### Signal wires on met1

Cells faint in the background.
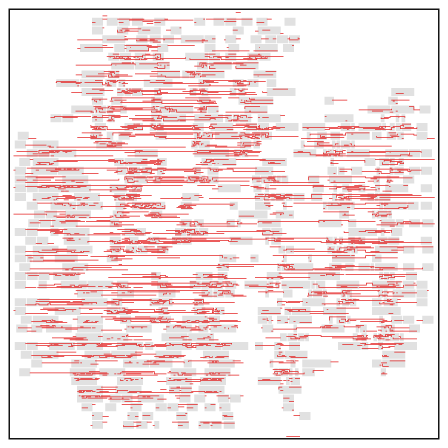
### Met2 routing

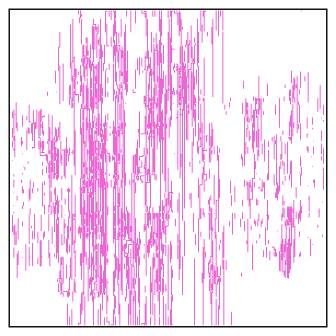
==> config.mk <==
export PLATFORM = sky130hd
export DESIGN_NAME = ror_arb
export DESIGN_NICKNAME = d
export VERILOG_FILES = /design/src/rtl/ror_arb.sv
export SDC_FILE = /design/constraint.sdc
export NUM_CORES = 1
export LEC_CHECK = 0
export CAP_MARGIN = 20
export CELL_PAD_IN_SITES_DETAIL_PLACEMENT = 0
export CELL_PAD_IN_SITES_GLOBAL_PLACEMENT = 2
export CORE_UTILIZATION = 31
export CTS_CLUSTER_SIZE = 10
export DETAILED_ROUTE_END_ITERATION = 12
export GPL_TIMING_DRIVEN = 1
export PLACE_DENSITY = 0.83
export SYNTH_ARGS = -nofsm -noshare
export SYNTH_HDL_FRONTEND = slang
export SYNTH_SLANG_ARGS = --single-unit
==> constraint.sdc <==
create_clock -name clk -period 3.8 [get_ports clk]
set_input_delay 0.76 -clock clk [delete_from_list [all_inputs] [get_ports clk]]
set_output_delay 0.76 -clock clk [all_outputs]
set_load 0.03 [all_outputs]
==> flow_metrics.tcl <==
# place-and-route summary
set metrics [dict create \
    wl_met1_um 7360 \
    warnings 26 \
    antenna_violating_nets_post_route 0 \
    async_reset_ff_share_pct 0 \
    die-area_um2 17700 \
    hold_depth 2 \
    tns_ns 0 \
    worst_pin_slew_ns 0.657 \
    port-buffer-count 146 \
    slew_violations 0 \
    netlist.area_leader.share_pct 27.2 \
    gp_congestion 0.875 \
    combPwrFrac_pct 36.3 \
    die.size.x_um 133 \
    end_kind "flop" \
    post-route-drc-count 0 \
    maximum_number_of_pins_on_one_net_before_global_route_repair 42 \
    finalSetupViolations 0 \
    floorplan.die.height_um 133 \
    cpPeakStageDelay_ns 0.52 \
    synthDominantAreaCellType "sky130_fd_sc_hd__mux4_2" \
    synth_area_per_cell_um2 11.0 \
    max_cap_violations 0 \
    route.detailed.vias_per_inst 6.20 \
    final_nets 684 \
    fp-row-count 47 \
    sort_of_element_at_the_start_of_the_critical_path "primary input" \
    sequentialPowerShare_pct 31.1 \
    p_total_mw 2.64 \
    mappedNetlistNets 564 \
    arrival_time_at_the_worst_endpoint_ns 3.63 \
    post-dp-hpwl_um 14000 \
    dr.pass1.iters 5 \
    ys_ff 67 \
    grt-ovfl-total 0 \
    ys_seq_share_pct 25.3 \
    status "finished clean" \
    powerDensity_nw_per_um2 364 \
    floorplan.initialDensity_pct 31.9 \
    clk_path_buf_depth 2 \
    cts_setup_buffers 0 \
    highest-signal-layer "met4" \
    internal_power_mw 1.74 \
    post_synth_inst_count 483 \
    worst_ir_drop_vdd_mv 0.195 \
    critPathRequiredTime_ns 4.03 \
    initial_antenna_violation_count 0 \
    via_count_of_the_first_global_routing_pass 4833 \
    ys_top_cells_by_area "sky130_fd_sc_hd__mux4_2, sky130_fd_sc_hd__dfxtp_1, sky130_fd_sc_hd__o32a_1" \
    largest_register_ffs 32 \
    synthesis.area_um2 5310 \
    timing_hold_violations_final 0 \
    clk_root_buffer_cell "sky130_fd_sc_hd__clkbuf_16" \
    timing.final.crit_period_ns 3.40 \
    routed_len_inst_um 22.1 \
    placeableCoreArea_um2 16600 \
    yosys_cells 483 \
    length_of_routed_met2_wiring_um 9010 \
    netlist_top_cells_count "sky130_fd_sc_hd__dfxtp_1, sky130_fd_sc_hd__mux4_2, sky130_fd_sc_hd__nor2_1, sky130_fd_sc_hd__o32a_1" \
    timing.hold.worst.class "flop to flop" \
    worst_clock_skew_ns 0.00680 \
    critPathSlowestCell "sky130_fd_sc_hd__clkdlybuf4s50_1" \
    rsz0062_at_grt "false" \
    share_clk_of_total_power_pct 32.6 \
    synthFlopType "sky130_fd_sc_hd__dfxtp_1" \
    enable_flop_cells 0 \
    tritoncts_buffer_count 9 \
    worstRegToRegCells 8 \
    worst_skew_pair.late_latency_ns 0.34 \
    fmax_mhz 294 \
    nFillCells 1535 \
    cts.hold.buffers_added 0 \
    yosys_warnings 0 \
    post-route-period-util_pct 89.4 \
    leakagePower_nw 2.43 \
    clk_transition_reported_paths_ns 0.06 \
    post_cts.resized_instances 0 \
    switching_share_pct 34.2 \
    synth.yosys.chip_area_um2 5310 \
    numPlacedInstances 812 \
    tritoncts_clock_tree "yes" \
    path_cells "clkdlybuf4s50_1 > nor2b_1 > or4_4 > buf_4 > nand2_1 > buf_12 > o221ai_1 > mux2i_1 > a221o_1" \
    detailroute.wirelength.met3_um 1230 \
    detailedRoute.firstIterationViolations 336 \
    p_sw_uw 902 \
    yosysUniqueCellTypes 43 \
    htreeDepth 3 \
    cts_num_sinks 67 \
]
Notes on 'Signal wires on met1' above:
wire length on this layer: 7360 µm
nets with wire on the layer: 602
main direction: horizontal
share of all routed wire: 40%
GR Util met1: 25.7%
routed wire length: 18300 µm
vias post-DR: 5137

Notes on 'Met2 routing' above:
share of all routed wire: 49%
main direction: vertical
wire length on this layer: 9010 µm
nets with wire on the layer: 635
M2 GR Usage: 35.0%

[power by group through the flow]
stage,clock [mW],sequential (mW),combinational (mW)
6_report,0.859,0.821,0.958
5_1_grt,0.912,0.828,1.00
4_1_cts,0.880,0.822,0.956
3_5_place_dp,0,0.836,0.953
3_3_place_gp,0,0.837,0.943
2_1_floorplan,0,0.954,0.444
[per-layer routing]
layer  vias to the layer above  track usage, %
met2                       249            35.0
met5                         -               0
met3                        39            3.49
met4                         0            9.13
li1                       2291               -
met1                      2558            25.7
[final cells by class]
cell class                      instances  area (µm²)  area share [%]
Multi-Input combinational cell        356        3690            50.9
Timing Repair Buffer                  162        1600            22.1
Sequential cell                        67        1340            18.5
Tap cell                              220         275            3.80
Clock buffer                            9         225            3.11
Clock inverter                          7        83.8            1.16
Inverter                                7        28.8           0.397
[cell families after synthesis]
group                    share of synthesized area, %
flip-flops                                       25.3
XOR/XNOR                                         3.96
adder cells (fa/ha/maj)                         0.471
buffers and inverters                            5.56
multiplexers                                     30.8
AND-OR/OR-AND                                    25.0
AND/OR/NAND/NOR                                  8.98
[through the flow]
stage / cell area, µm² / util, % / setup WS [ns] / hold WS, ns
after floorplan: 5310 / - / 0.874 / 0.479
after global placement: 6940 / 41.7 / 0.166 / 0.463
after detailed placement: 6940 / 41.7 / 0.114 / 0.467
after CTS: 7250 / 43.5 / 0.453 / 0.475
after global routing: 7250 / 43.5 / 0.320 / 0.485
final: 7250 / 43.5 / 0.402 / 0.478
[placed cells by master, fill, tap and decap left out, drive strengths merged, types with 2 or more instances in the layout]
| master | instances |
|---|---|
| nand2 | 26 |
| nand3 | 6 |
| inv | 10 |
| nand4 | 5 |
| and3 | 5 |
| ha | 2 |
| or3 | 7 |
| buf | 20 |
| o21ai | 7 |
| clkdlybuf4s50 | 142 |
| xor2 | 17 |
| mux2i | 19 |
| or2 | 3 |
| o22ai | 32 |
| clkbuf | 9 |
| nor3 | 4 |
| xnor2 | 7 |
| clkinv | 2 |
| and4 | 2 |
| a21oi | 8 |
| dfxtp | 67 |
| a221o | 32 |
| mux4 | 64 |
| nor2b | 3 |
| o221ai | 32 |
| nor2 | 33 |
| o32a | 33 |
[critical path: cells and delay by family]
kind / cells / cell delay [ns]
mux: 1 / 0.23
buf+inv: 3 / 1.11
compound gates: 2 / 0.83
simple gates: 3 / 0.66
